### config.mk
export PLATFORM = sky130hd
export DESIGN_NAME = pcpi_nibble_sequencer
export DESIGN_NICKNAME = d
export VERILOG_FILES = /design/src/rtl/pcpi_nibble_sequencer.sv
export SDC_FILE = /design/constraint.sdc
export NUM_CORES = 1
export LEC_CHECK = 0
export CAP_MARGIN = 0
export CORE_MARGIN = 4
export CORE_UTILIZATION = 25
export DETAILED_ROUTE_END_ITERATION = 8
export PLACE_DENSITY_LB_ADDON = 0.12
export SETUP_SLACK_MARGIN = 0.3
export SLEW_MARGIN = 20
export SYNTH_ARGS = -nofsm -noshare
export SYNTH_HDL_FRONTEND = slang
export SYNTH_SLANG_ARGS = --single-unit
### constraint.sdc
create_clock -name clk -period 2.1 [get_ports clk]
set_clock_uncertainty 0.05 [all_clocks]
set_input_delay 0.21 -clock clk [delete_from_list [all_inputs] [get_ports clk]]
set_output_delay 0.21 -clock clk [all_outputs]
set_load 0.05 [all_outputs]
### src/rtl/pcpi_nibble_sequencer.sv
// Nibble-lane front end for a PCPI coprocessor: loads an instruction nibble by nibble,
// issues it with a bounded response time, and streams the captured result back out.
module pcpi_nibble_sequencer #(
  parameter int NIBBLES = 8,
  parameter int TIMEOUT = 16,
  parameter int TMR_W   = 5
) (
  input  logic                 clk,
  input  logic                 rst_n,
  input  logic                 abort,
  input  logic                 nib_valid,
  input  logic [3:0]           nib_data,
  output logic                 nib_ready,
  output logic                 pcpi_valid,
  output logic [4*NIBBLES-1:0] pcpi_insn,
  input  logic                 pcpi_ready,
  input  logic                 pcpi_wait,
  input  logic                 pcpi_wr,
  input  logic [4*NIBBLES-1:0] pcpi_rd,
  output logic                 res_valid,
  output logic [3:0]           res_nib,
  input  logic                 res_ready,
  output logic                 done,
  output logic                 err_timeout,
  output logic [1:0]           dbg_state
);

  localparam int W     = 4 * NIBBLES;
  localparam int CNT_W = (NIBBLES > 1) ? $clog2(NIBBLES) : 1;

  // Handshakes: a nibble moves on nib_valid & nib_ready, a result nibble moves on
  // res_valid & res_ready; both sides hold data stable until the transfer edge.
  typedef enum logic [1:0] {
    S_LOAD   = 2'd0,
    S_ISSUE  = 2'd1,
    S_UNLOAD = 2'd2
  } state_t;

  state_t             state_q, state_d;
  logic [CNT_W-1:0]   cnt_q, cnt_d, cnt_inc;
  logic [TMR_W-1:0]   timer_q, timer_d;
  logic [W-1:0]       rd_q, rd_d;
  logic [W-1:0]       insn_d;
  logic               nib_ready_d, pcpi_valid_d, res_valid_d, done_d, err_d;
  logic [3:0]         res_nib_d;
  logic               cnt_last, timer_expire;

  assign cnt_inc      = cnt_q + CNT_W'(1);
  assign cnt_last     = (cnt_q == CNT_W'(NIBBLES - 1));
  assign timer_expire = (timer_q == TMR_W'(TIMEOUT - 1));
  assign dbg_state    = state_q;

  always_comb begin
    state_d      = state_q;
    cnt_d        = cnt_q;
    timer_d      = timer_q;
    rd_d         = rd_q;
    insn_d       = pcpi_insn;
    nib_ready_d  = nib_ready;
    pcpi_valid_d = pcpi_valid;
    res_valid_d  = res_valid;
    res_nib_d    = res_nib;
    done_d       = 1'b0;
    err_d        = err_timeout;

    if (abort) begin
      state_d      = S_LOAD;
      cnt_d        = '0;
      timer_d      = '0;
      pcpi_valid_d = 1'b0;
      res_valid_d  = 1'b0;
      nib_ready_d  = 1'b1;
    end else begin
      case (state_q)
        S_LOAD: begin
          nib_ready_d = 1'b1;
          if (nib_valid && nib_ready) begin
            insn_d[4*cnt_q +: 4] = nib_data;
            err_d                = 1'b0;
            if (cnt_last) begin
              cnt_d        = '0;
              timer_d      = '0;
              nib_ready_d  = 1'b0;
              pcpi_valid_d = 1'b1;
              state_d      = S_ISSUE;
            end else begin
              cnt_d = cnt_inc;
            end
          end
        end
        S_ISSUE: begin
          // A response in the expiry cycle still counts as a response.
          if (pcpi_ready) begin
            pcpi_valid_d = 1'b0;
            timer_d      = '0;
            if (pcpi_wr) begin
              rd_d        = pcpi_rd;
              res_nib_d   = pcpi_rd[3:0];
              res_valid_d = 1'b1;
              cnt_d       = '0;
              state_d     = S_UNLOAD;
            end else begin
              done_d      = 1'b1;
              nib_ready_d = 1'b1;
              state_d     = S_LOAD;
            end
          end else if (pcpi_wait) begin
            timer_d = '0;
          end else if (timer_expire) begin
            timer_d      = '0;
            pcpi_valid_d = 1'b0;
            err_d        = 1'b1;
            nib_ready_d  = 1'b1;
            state_d      = S_LOAD;
          end else if (timer_q != '1) begin
            timer_d = timer_q + TMR_W'(1);
          end
        end
        S_UNLOAD: begin
          if (res_ready) begin
            if (cnt_last) begin
              cnt_d       = '0;
              res_valid_d = 1'b0;
              done_d      = 1'b1;
              nib_ready_d = 1'b1;
              state_d     = S_LOAD;
            end else begin
              cnt_d     = cnt_inc;
              res_nib_d = rd_q[4*cnt_inc +: 4];
            end
          end
        end
        default: begin
          state_d      = S_LOAD;
          cnt_d        = '0;
          timer_d      = '0;
          pcpi_valid_d = 1'b0;
          res_valid_d  = 1'b0;
          nib_ready_d  = 1'b1;
        end
      endcase
    end
  end

  always_ff @(posedge clk or negedge rst_n) begin
    if (!rst_n) begin
      state_q     <= S_LOAD;
      cnt_q       <= '0;
      timer_q     <= '0;
      rd_q        <= '0;
      pcpi_insn   <= '0;
      nib_ready   <= 1'b0;
      pcpi_valid  <= 1'b0;
      res_valid   <= 1'b0;
      res_nib     <= 4'h0;
      done        <= 1'b0;
      err_timeout <= 1'b0;
    end else begin
      state_q     <= state_d;
      cnt_q       <= cnt_d;
      timer_q     <= timer_d;
      rd_q        <= rd_d;
      pcpi_insn   <= insn_d;
      nib_ready   <= nib_ready_d;
      pcpi_valid  <= pcpi_valid_d;
      res_valid   <= res_valid_d;
      res_nib     <= res_nib_d;
      done        <= done_d;
      err_timeout <= err_d;
    end
  end

endmodule

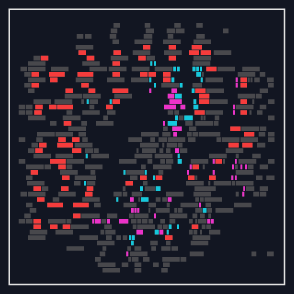
Fig. 1. Gate-type map.
Drawn at 2 px/um.
[magenta] nand cells | cells: 42 | most used: nand2_1
[cyan] nor cells | cells: 41 | most used: nor2_1
[red] mux cells | cells: 77 | most used: mux2_2
post-route non-filler standard cell count: 683
multi-input gate share of total cell area: 0.350

==> job_summary.md <==
## PnR job results

| Metric | Value |
|---|---|
| Outcome | completed |
| Count of distinct cell types in the synthesized netlist | 48 |
| Worst-Margin Slew | 0.539 ns |
| Routed WL | 11100 um |
| Post-route minimum period | 1.92 ns |
| Syn_nets | 402 |
| Number of instances in the synthesized netlist | 346 |
| Initial cell density of the core | 0.259 |
| Net switching component of the power | 1340 uW |
| Final tally of hold violations | 0 |
| I/O pin cnt | 87 |
| Ys flops | 83 |
| Origin of the critical flop-to-flop path | cnt_q[0] |
| Startpoint-to-endpoint class of the critical path | reg2reg |
| Share of total power in combinational logic | 0.224 |
| Xor/xnor cell area share of the yosys netlist | 0 |
| Most numerous cell on the critical path | sky130_fd_sc_hd__ha_4 |
| Bufs on Longest Clock Path | 2 |
| Syn avg cell area | 12.0 um^2 |
| Total DRC errors in the routed layout | 0 |
| IR Drop Worst-Case VDD | 0.000761 V |
| Most common logic cells in the final layout | sky130_fd_sc_hd__dfrtp_1 (79), sky130_fd_sc_hd__clkdlybuf4s50_1 (54), sky130_fd_sc_hd__mux2_2 (31) |
| Nature of the critical path endpoint | flop |
| Post-route ant nets | 0 |
| Number of OpenROAD warnings | 36 |
| Total power consumption of the routed design | 4660 uW |
| Final setup violating endpoints | 0 |
| Post-Synth Adder-Cell Area | 0.0361 |
| Max stage delay cell, worst path | sky130_fd_sc_hd__dfrtp_2 |
| Number of antenna violations at the first check in global routing | 0 |
| Chip area estimate from yosys synthesis | 0.00416 mm^2 |
| List of most frequent post-synthesis cells | sky130_fd_sc_hd__dfrtp_1 (83), sky130_fd_sc_hd__mux2_2 (31), sky130_fd_sc_hd__nand2_1 (24), sky130_fd_sc_hd__inv_1 (20), sky130_fd_sc_hd__nor2_1 (20) |
| Smallest hold slack | 0.223 ns |
| Synth async-reset ratio | 1.00 |
| Top-count cell post-synth | sky130_fd_sc_hd__dfrtp_1 |
| Worst setup path startpoint | cnt_q[0] |
| Fmax | 520 MHz |
| Power share of the sequential group | 0.378 |
| Critical path cell sequence | ha_4 -> ha_4 -> buf_12 -> mux4_2 -> mux2i_1 -> a211oi_2 -> a21o_1 |
| Avg WL per Cell | 16.3 um |
| Prevailing logic family in the synthesized netlist | multiplexers |
| Worst min-delay path category | in2async |
| Vias | 3047 |
| Number of optimization iterations in the first detailed-route pass | 5 |
| Post-Place Worst Slack | 0.0405 ns |
| Pin count of the biggest net entering global routing | 39 |
| Gp weighted congestion | 0.738 |
| Global-route wire length before repair | 17600 um |
| EDFF count, synth | 0 |
| CP Launch Type | flop |
| Number of antenna diodes | 0 |
| Max Transition Viols Final | 0 |
| Sequential-to-total area share from yosys stat | 0.500 |
| Unrepaired setup endpoints after global routing | yes |
| Internal power | 3320 uW |
| Top routing layer in use | met4 |
| Final nets | 518 |
| Max-Slew Margin vs Limit | 0.642 |
| Mux contribution to synthesized area | 0.233 |
| Switching share of power | 0.288 |
| Detailed-route wire length on metal 1 | 4950 um |
| Prevailing post-synth register cell | sky130_fd_sc_hd__dfrtp_1 |
| Total die size | 0.0187 mm^2 |
| Data arrival time at the worst-slack endpoint | 2.11 ns |
| Critical path required time | 2.29 ns |
| Final WS setup | 0.175 ns |
| Hpwl dp | 7900 um |
| Most common cell after layout, fill and taps aside | sky130_fd_sc_hd__dfrtp_1 |
| Number of standard cells reported by yosys | 346 |
| Proportion of layout cells with a drive suffix above 1 | 0.325 |
| Area share of and-or/or-and cells after synthesis | 0.0656 |
| Gate family responsible for the most delay along the worst path | multiplexers |
| Skew-Pair Late Insertion Delay | 0.34 ns |
| Total negative slack for setup checks | 0 ns |
| Vias in the first global route | 3331 |
| Die W | 137 um |
| Largest fanout on the critical path | 5 |
| Number of warnings printed during yosys synthesis | 0 |
| Cell types with the largest area share after synthesis | sky130_fd_sc_hd__dfrtp_1 (50%), sky130_fd_sc_hd__mux2_2 (8.4%), sky130_fd_sc_hd__mux4_2 (4.3%) |
| H-tree level count | 3 |
| Met2 wirelength from detailed routing | 5390 um |
| Buffers on Ports | 86 |
| Vertical die size | 137 um |
| Global-route usage over all layers | 0.123 |
| Leftover overflow at the end of global routing | 0 |
| Layout Area Growth over Synthesis | 48.8% |
| Num Clock Sinks | 83 |
| Clk network pwr share | 0.398 |
| Max-area cell share | 0.500 |
| Std-Cell Rows | 46 |
| Number of buffer and inverter instances along the worst setup path | 1 |
| WL met3 | 620 um |
| Cell at the root of the clock tree | sky130_fd_sc_hd__clkbuf_16 |
| Area inside the core boundary | 0.0161 mm^2 |
| Reg clk slew, reported paths | 0.06 ns |
| Synthesized-area fraction occupied by and/or/nand/nor cells | 0.123 |
| Vias per cell | 4.46 |
| Highest cell delay on the worst timing path | 0.45 ns |
| Syn Std Cell Area | 0.00416 mm^2 |
| Ratio of total power to cell area | 754 mW/mm^2 |
| Max-cap violation count | 0 |
| Leakage | 0.00300 uW |
| Top cell type by total area after synthesis | sky130_fd_sc_hd__dfrtp_1 |
| Clock tree from TritonCTS | done |
| Violation count after the first detailed-route iteration | 135 |
| Clock buffer count from CTS | 9 |
| Post-route clock period utilization | 0.917 |
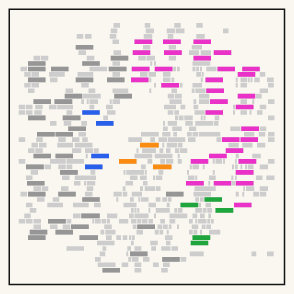
Fig. 2. Sequential cells grouped by signal name.
Drawn at 2 px/um. Other sequential cells in the stronger gray, the rest of the logic in the fainter gray.
[orange] cnt_q | sequential cells: 3
[blue] res_nib | sequential cells: 4
[magenta] pcpi_insn | sequential cells: 32
[green] timer_q | sequential cells: 5
not colored: 39
Power Sequential: 1760 uW
register fraction of the total cell area: 0.337
final core utilization: 0.385
storage element area: 0.00208 mm^2

per-stage QoR:
stage	instances	area [um^2]
floorplan	346	4310
global placement	649	5470
detailed placement	649	5470
CTS	680	6000
global route	683	6180
finish	683	6180
registers in the layout (all words and copies together), names as in the netlist, 2 cells and up:
name	flops
timer_q	5
rd_q	32
res_nib	4
cnt_q	3
pcpi_insn	32
dbg_state	2
layer usage:
| metal | up-vias | GRT usage |
|---|---|---|
| met2 | 73 | 0.201 |
| met3 | 12 | 0.0346 |
| li1 | 1470 | - |
| met1 | 1492 | 0.152 |
| met4 | 0 | 0.0516 |
| met5 | - | 0 |
power by group through the flow:
stage | combinational (uW) | sequential [uW] | clock [uW]
floorplan | 247 | 2120 | 0
global placement | 992 | 1790 | 0
detailed placement | 1000 | 1790 | 0
CTS | 1020 | 1760 | 1920
global route | 1120 | 1780 | 1970
finish | 1050 | 1760 | 1860
area by class of cell:
cell class,instances,area (um^2)
clock buffer,10,239
clock inverter,6,111
fill,1553,9870
inverter,20,87.6
multi-input combinational,225,2160
sequential,83,2080
tap,216,270
timing repair buffer,123,1230
path summary, 6_finish.rpt:
kind	end	slack, ns	depth (start not counted)
min in group clk	rd_q[25]	0.40	2
worst min register to register	pcpi_insn[10]	0.43	2
worst max register to register	res_nib[3]	0.18	7
max in group asynchronous	cnt_q[1]	1.09	3
worst min-delay path	pcpi_insn[3]	0.22	2
worst max-delay path	res_nib[3]	0.18	7
timing repair:
action | 4_1_cts | 5_1_grt
pin swaps | 6 | 10
setup buffers | 14 | 1
gates resized | 38 | 41
cloned | 0 | 2
endpoints found under the setup margin | 94 | 88
endpoints found under the hold margin | 52 | 0
hold buffers | 1 | 0
Power figures rest on the tool's default switching activity, not on a simulated workload.
